Fig. 1: power grid
Scale: 2 px per um. Pins as bars on the die edge.
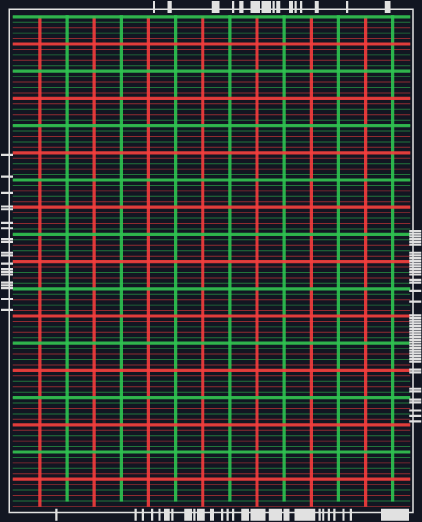
Fig. 2: clock network drawn from the DEF
Scale: 2 px per um.
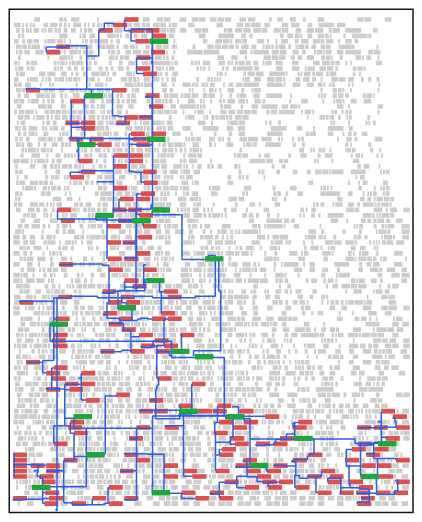
Fig. 3: met4 routing
Scale: 1.5 px per um.
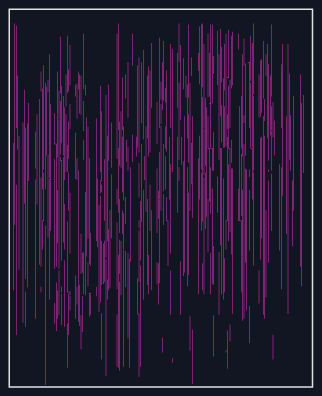
Fig. 4: cell area per tile
Scale: 1 px per um. 20 x 25 tiles, from white (low) to dark blue (high), 0 to 100% covered.
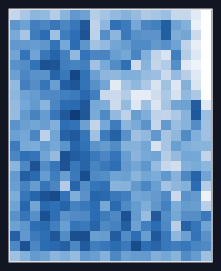
Fig. 5: congestion heat map
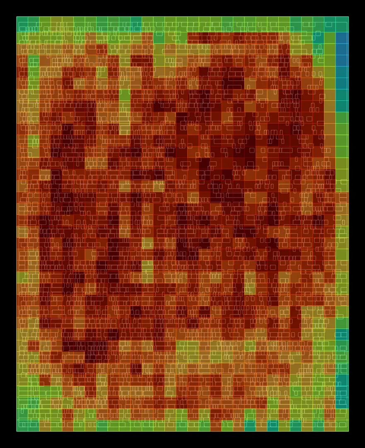
`src/rtl/alu_pkg.sv`:
```
// Shared ALU definitions: operation encodings, FSM states, default datapath width.
// Latency: n/a (definitions only).
// Backpressure: n/a (definitions only).
package alu_pkg;

    localparam int ALU_WIDTH = 32;

    // Same encodings the ALU decoder emits on ALU_control.
    localparam logic [3:0] ALU_ADD  = 4'b0000;
    localparam logic [3:0] ALU_SUB  = 4'b0001;
    localparam logic [3:0] ALU_MULT = 4'b0010;
    localparam logic [3:0] ALU_DIV  = 4'b0011;
    localparam logic [3:0] ALU_SLL  = 4'b0100;
    localparam logic [3:0] ALU_SRL  = 4'b0101;
    localparam logic [3:0] ALU_AND  = 4'b1000;
    localparam logic [3:0] ALU_OR   = 4'b1001;
    localparam logic [3:0] ALU_XOR  = 4'b1010;
    localparam logic [3:0] ALU_NOR  = 4'b1011;

    typedef enum logic [1:0] {
        IDLE   = 2'd0,
        MULDIV = 2'd1,
        FINISH = 2'd2
    } alu_state_t;

endpackage

```
`src/rtl/alu_muldiv_seq.sv`:
```
// Iterative signed mult (shift-add) / div (restoring) on operand magnitudes, sign fixed at the output.
// Latency: WIDTH step_en cycles after start; last flags the final step.
// Backpressure: none; steps only while step_en is high, operands latched on start.
module alu_muldiv_seq
    import alu_pkg::*;
#(
    parameter int WIDTH = ALU_WIDTH
) (
    input  logic             clock,
    input  logic             resetn,
    input  logic             start,
    input  logic             is_div,
    input  logic             step_en,
    input  logic [WIDTH-1:0] a,
    input  logic [WIDTH-1:0] b,
    output logic             last,
    output logic [WIDTH-1:0] hi,
    output logic [WIDTH-1:0] lo
);

    localparam int CW = $clog2(WIDTH + 1);

    logic [WIDTH:0]     acc_hi;
    logic [WIDTH-1:0]   acc_lo;
    logic [WIDTH-1:0]   b_mag;
    logic [CW-1:0]      count;
    logic               div_op;
    logic               neg_lo;
    logic               neg_hi;
    logic [WIDTH-1:0]   a_mag_in;
    logic [WIDTH-1:0]   b_mag_in;
    logic [WIDTH:0]     step_sum;
    logic [WIDTH:0]     step_shift;
    logic [WIDTH:0]     step_diff;
    logic [WIDTH:0]     nxt_hi;
    logic [WIDTH-1:0]   nxt_lo;
    logic [2*WIDTH-1:0] prod;

    assign a_mag_in = a[WIDTH-1] ? -a : a;
    assign b_mag_in = b[WIDTH-1] ? -b : b;
    assign last     = (count == CW'(WIDTH - 1));

    always_comb begin
        step_sum   = acc_lo[0] ? (acc_hi + {1'b0, b_mag}) : acc_hi;
        step_shift = {acc_hi[WIDTH-1:0], acc_lo[WIDTH-1]};
        step_diff  = step_shift - {1'b0, b_mag};
        nxt_hi     = {1'b0, step_sum[WIDTH:1]};
        nxt_lo     = {step_sum[0], acc_lo[WIDTH-1:1]};
        if (div_op) begin
            // Borrow out of the trial subtract means the divisor did not fit.
            if (step_diff[WIDTH]) begin
                nxt_hi = step_shift;
                nxt_lo = {acc_lo[WIDTH-2:0], 1'b0};
            end else begin
                nxt_hi = step_diff;
                nxt_lo = {acc_lo[WIDTH-2:0], 1'b1};
            end
        end
    end

    always_ff @(posedge clock) begin
        if (!resetn) begin
            acc_hi <= '0;
            acc_lo <= '0;
            b_mag  <= '0;
            count  <= '0;
            div_op <= 1'b0;
            neg_lo <= 1'b0;
            neg_hi <= 1'b0;
        end else if (start) begin
            acc_hi <= '0;
            acc_lo <= a_mag_in;
            b_mag  <= b_mag_in;
            count  <= '0;
            div_op <= is_div;
            neg_lo <= a[WIDTH-1] ^ b[WIDTH-1];
            neg_hi <= is_div & a[WIDTH-1];
        end else if (step_en) begin
            acc_hi <= nxt_hi;
            acc_lo <= nxt_lo;
            count  <= count + CW'(1);
        end
    end

    always_comb begin
        prod = {acc_hi[WIDTH-1:0], acc_lo};
        if (neg_lo) begin
            prod = -prod;
        end
        hi = prod[2*WIDTH-1:WIDTH];
        lo = prod[WIDTH-1:0];
        if (div_op) begin
            // Quotient truncates toward zero; remainder follows the dividend.
            lo = neg_lo ? -acc_lo : acc_lo;
            hi = neg_hi ? -acc_hi[WIDTH-1:0] : acc_hi[WIDTH-1:0];
        end
    end

endmodule

```
`src/rtl/alu_execute_unit.sv`:
```
// Execute-stage ALU: single-cycle ops plus iterative signed mult/div into HI/LO.
// Latency: 1 cycle for single-cycle ops and div-by-zero, WIDTH+2 cycles for mult/div.
// Backpressure: Start is ignored while Busy; a Start during the Done cycle is accepted.
module alu_execute_unit
    import alu_pkg::*;
#(
    parameter int WIDTH = ALU_WIDTH
) (
    input  logic             clock,
    input  logic             resetn,
    input  logic             Start,
    input  logic [3:0]       ALU_control,
    input  logic [WIDTH-1:0] A,
    input  logic [WIDTH-1:0] B,
    input  logic [4:0]       Shamt,
    output logic [WIDTH-1:0] Result,
    output logic             Zero,
    output logic [WIDTH-1:0] HI,
    output logic [WIDTH-1:0] LO,
    output logic             Busy,
    output logic             Done,
    output logic             Div_by_zero
);

    alu_state_t       state;
    alu_state_t       state_nxt;
    logic             accept;
    logic             div_zero;
    logic             muldiv_go;
    logic             seq_last;
    logic [WIDTH-1:0] alu_res;
    logic [WIDTH-1:0] seq_hi;
    logic [WIDTH-1:0] seq_lo;

    assign accept    = (state == IDLE) && Start;
    assign div_zero  = (ALU_control == ALU_DIV) && (B == '0);
    assign muldiv_go = accept && ((ALU_control == ALU_MULT) ||
                                  ((ALU_control == ALU_DIV) && !div_zero));
    assign Busy      = (state != IDLE);

    always_comb begin
        alu_res = '0;
        case (ALU_control)
            ALU_ADD: alu_res = A + B;
            ALU_SUB: alu_res = A - B;
            ALU_SLL: alu_res = B << Shamt;
            ALU_SRL: alu_res = B >> Shamt;
            ALU_AND: alu_res = A & B;
            ALU_OR:  alu_res = A | B;
            ALU_XOR: alu_res = A ^ B;
            ALU_NOR: alu_res = ~(A | B);
            default: alu_res = '0;
        endcase
    end

    always_comb begin
        state_nxt = state;
        case (state)
            IDLE:    if (muldiv_go) state_nxt = MULDIV;
            MULDIV:  if (seq_last) state_nxt = FINISH;
            FINISH:  state_nxt = IDLE;
            default: state_nxt = IDLE;
        endcase
    end

    always_ff @(posedge clock) begin
        if (!resetn) begin
            state       <= IDLE;
            Result      <= '0;
            Zero        <= 1'b0;
            HI          <= '0;
            LO          <= '0;
            Done        <= 1'b0;
            Div_by_zero <= 1'b0;
        end else begin
            state <= state_nxt;
            Done  <= 1'b0;
            if (accept) begin
                Div_by_zero <= div_zero;
                if (div_zero) begin
                    HI     <= A;
                    LO     <= '1;
                    Result <= '1;
                    Zero   <= 1'b0;
                    Done   <= 1'b1;
                end else if (!muldiv_go) begin
                    Result <= alu_res;
                    Zero   <= (alu_res == '0);
                    Done   <= 1'b1;
                end
            end
            if (state == FINISH) begin
                HI     <= seq_hi;
                LO     <= seq_lo;
                Result <= seq_lo;
                Zero   <= (seq_lo == '0);
                Done   <= 1'b1;
            end
        end
    end

    alu_muldiv_seq #(.WIDTH(WIDTH)) u_muldiv (
        .clock   (clock),
        .resetn  (resetn),
        .start   (muldiv_go),
        .is_div  (ALU_control == ALU_DIV),
        .step_en (state == MULDIV),
        .a       (A),
        .b       (B),
        .last    (seq_last),
        .hi      (seq_hi),
        .lo      (seq_lo)
    );

endmodule

```
`config.mk`:
```
export PLATFORM = sky130hd
export DESIGN_NAME = alu_execute_unit
export DESIGN_NICKNAME = d
export VERILOG_FILES = /design/src/rtl/alu_pkg.sv /design/src/rtl/alu_muldiv_seq.sv /design/src/rtl/alu_execute_unit.sv
export SDC_FILE = /design/constraint.sdc
export NUM_CORES = 1
export LEC_CHECK = 0
export ABC_CLOCK_PERIOD_IN_PS = 5800
export CORE_ASPECT_RATIO = 1.25
export CORE_UTILIZATION = 50
export DETAILED_ROUTE_END_ITERATION = 8
export GPL_TIMING_DRIVEN = 0
export PLACE_DENSITY = 0.72
export SYNTH_ARGS = -nofsm -noshare
export SYNTH_HDL_FRONTEND = slang
export SYNTH_HIERARCHICAL = 1
export SYNTH_SLANG_ARGS = --single-unit
```
`constraint.sdc`:
```
create_clock -name clock -period 5.8 [get_ports clock]
set_input_delay 1.16 -clock clock [delete_from_list [all_inputs] [get_ports clock]]
set_output_delay 1.16 -clock clock [all_outputs]
set_load 0.005 [all_outputs]
```
==> job_summary.md <==
### Metrics collected by this job

| Metric | Value |
|---|---|
| CTS Buf Count | `23` |
| Adder-cell area share of the yosys netlist | `0.0867` |
| Fin crit share | `1.02` |
| Area Growth Syn to Fin | `15.4%` |
| Routed wire length per instance | `about 31 um` |
| Mux area share | `0.122` |
| Std cell rows | `approximately 90` |
| Grt ovf | `0` |
| Most used cell, CP | `nand2_1` |
| Worst hold-check path type | `register to register` |
| CP Launch Type | `primary input` |
| Cell with the most instances after synthesis | `nand2_1` |
| H-tree level count | `1` |
| Uppermost layer routed | `met5` |
| Commonest flop | `dfxtp_1` |
| WP data required | `6310 ps` |
| Port Buf Inserts | `between 150 and 200` |
| Seq_cells | `roughly 210` |
| Skew-Pair Late Insertion Delay | `roughly 580 ps` |
| Violated checks | `negative setup slack` |
| Share of cells above drive strength 1 | `0.0901` |
| Post-route cell area | `28,600 sq um` |
| Post-Synth Simple-Gate Area | `0.204` |
| Combinational power | `approximately 2.2 mW` |
| Logic gate share of total power | `0.408` |
| Pleak | `12.2 nW` |
| Power, Total | `roughly 5.3 mW` |
| Seq. pwr | `~1.5 mW` |
| Critical Path Sink Type | `register` |
| Sw frac | `0.406` |
| Yosys xor share | `0.0785` |
| Yosys Chip Area | `around 25,000 sq um` |
| Slew margin rel. | `0.0676` |
| Synth warn | `6` |
| AO/OA Area Share | `0.273` |
| Comb/total area | `0.672` |
| ANT cells | `3` |
| TritonCTS clock tree | `built` |
| Met3 wire length | `15,500 um` |
| Top cells by count | `nand2_1 (374), nor2_1 (274), dfxtp_1 (207)` |
| Flop share of the area | `0.145` |
| DRC Markers | `0` |
| Inverter count | `roughly 150` |
| GRT Overall Usage | `0.489` |
| Non-filler instance count after layout | `approximately 4,200` |
| Die Wd | `a little over 200 um` |
| Synth area leader | `dfxtp_1` |
| Taps Inserted | `between 600 and 700` |
| Hold path start | `Result[12]` |
| Reg area | `slightly above 4000 sq um` |
| Synth Seq Share | `0.167` |
| Worst clock skew | `42.4 ps` |
| Met3 usage | `0.131` |
| Delay-heaviest family, CP | `buffers and inverters` |
| VDD IR max | `206 uV` |
| FF-to-FF End | `u_muldiv/acc_hi[21]` |
| Synthesized cell area | `around 25,000 sq um` |
| Post_cts resized | `roughly 73` |
| Hold Path Sink | `Result[12]` |
| Top comb family, area | `AND-OR/OR-AND gates` |
| Fill cell count | `between 4,000 and 5,000` |
| Signal buffers | `about 440` |
| Syn nets | `approximately 3,600` |
| Pre-CTS setup slack | `-2990 ps` |
| Die area | `between 50,000 and 60,000 sq um` |
| Clock-cell share of area | `0.0288` |
| Hold Violations, Final | `0` |
| Antenna Violating Nets Remaining | `0` |
| Biggest register | `u_muldiv/acc_hi` |
| Status | `complete, but fails checks` |
| Least-Margin Pin Slew | `about 1400 ps` |
| Most frequent cells in the layout | `nand2_1 (372), nor2_1 (273), dfxtp_1 (207), a21oi_1 (200), mux2i_1 (192)` |
| Final setup vio count | `1` |
| Max Freq | `169 MHz` |
| Post-CTS Setup Bufs | `10` |
| Placed insts | `4,123` |
| Largest register FFs | `33` |
| Root Driver | `clkbuf_16` |
| Clock tree buffer depth | `3` |
| CP bufs+invs | `5` |
| EDFF count, synth | `0` |
| CP max stage delay | `780 ps` |
| Yosys cell count | `3,305` |
| Die Y | `~250 um` |
| Share of power burned in registers | `0.286` |
| NumNets Final | `3,759` |
| Routed via count | `28,800` |
| Final worst slack | `-121 ps` |
About Fig. 1:
| net | color |
|---|---|
| VSS | red |
| VDD | green |
met4 straps: 14
met5 straps: 18
met1 rails: 91
signal pins: 176
rows: 90

About Fig. 2:
[clock wires] blue | length: 3,080 um
[flip-flops] red | count: 207
[cells driving clock nets] green | count: 23
flops lie: all over the die

About Fig. 3:
wire length on this layer: 15,300 um
nets with wire on the layer: 246
main direction: vertical
longest straight run: 180 um
share of all routed wire: 12%

About Fig. 4:
mean over tiles: 55%
emptiest ninth of the die: north-east
tiles over 75% full: 15%
nearly empty tiles: 1.8%
fullest tile: 95%
Core Region: 48,600 sq um
FP Util: 0.509
Layout Utilization: 0.588

About Fig. 5:
most crowded layer after global routing: met2
grt met2 use: 0.745
met1 Track Usage GR: 0.548

No activity file was given, so power comes from the tool's default toggle rates.
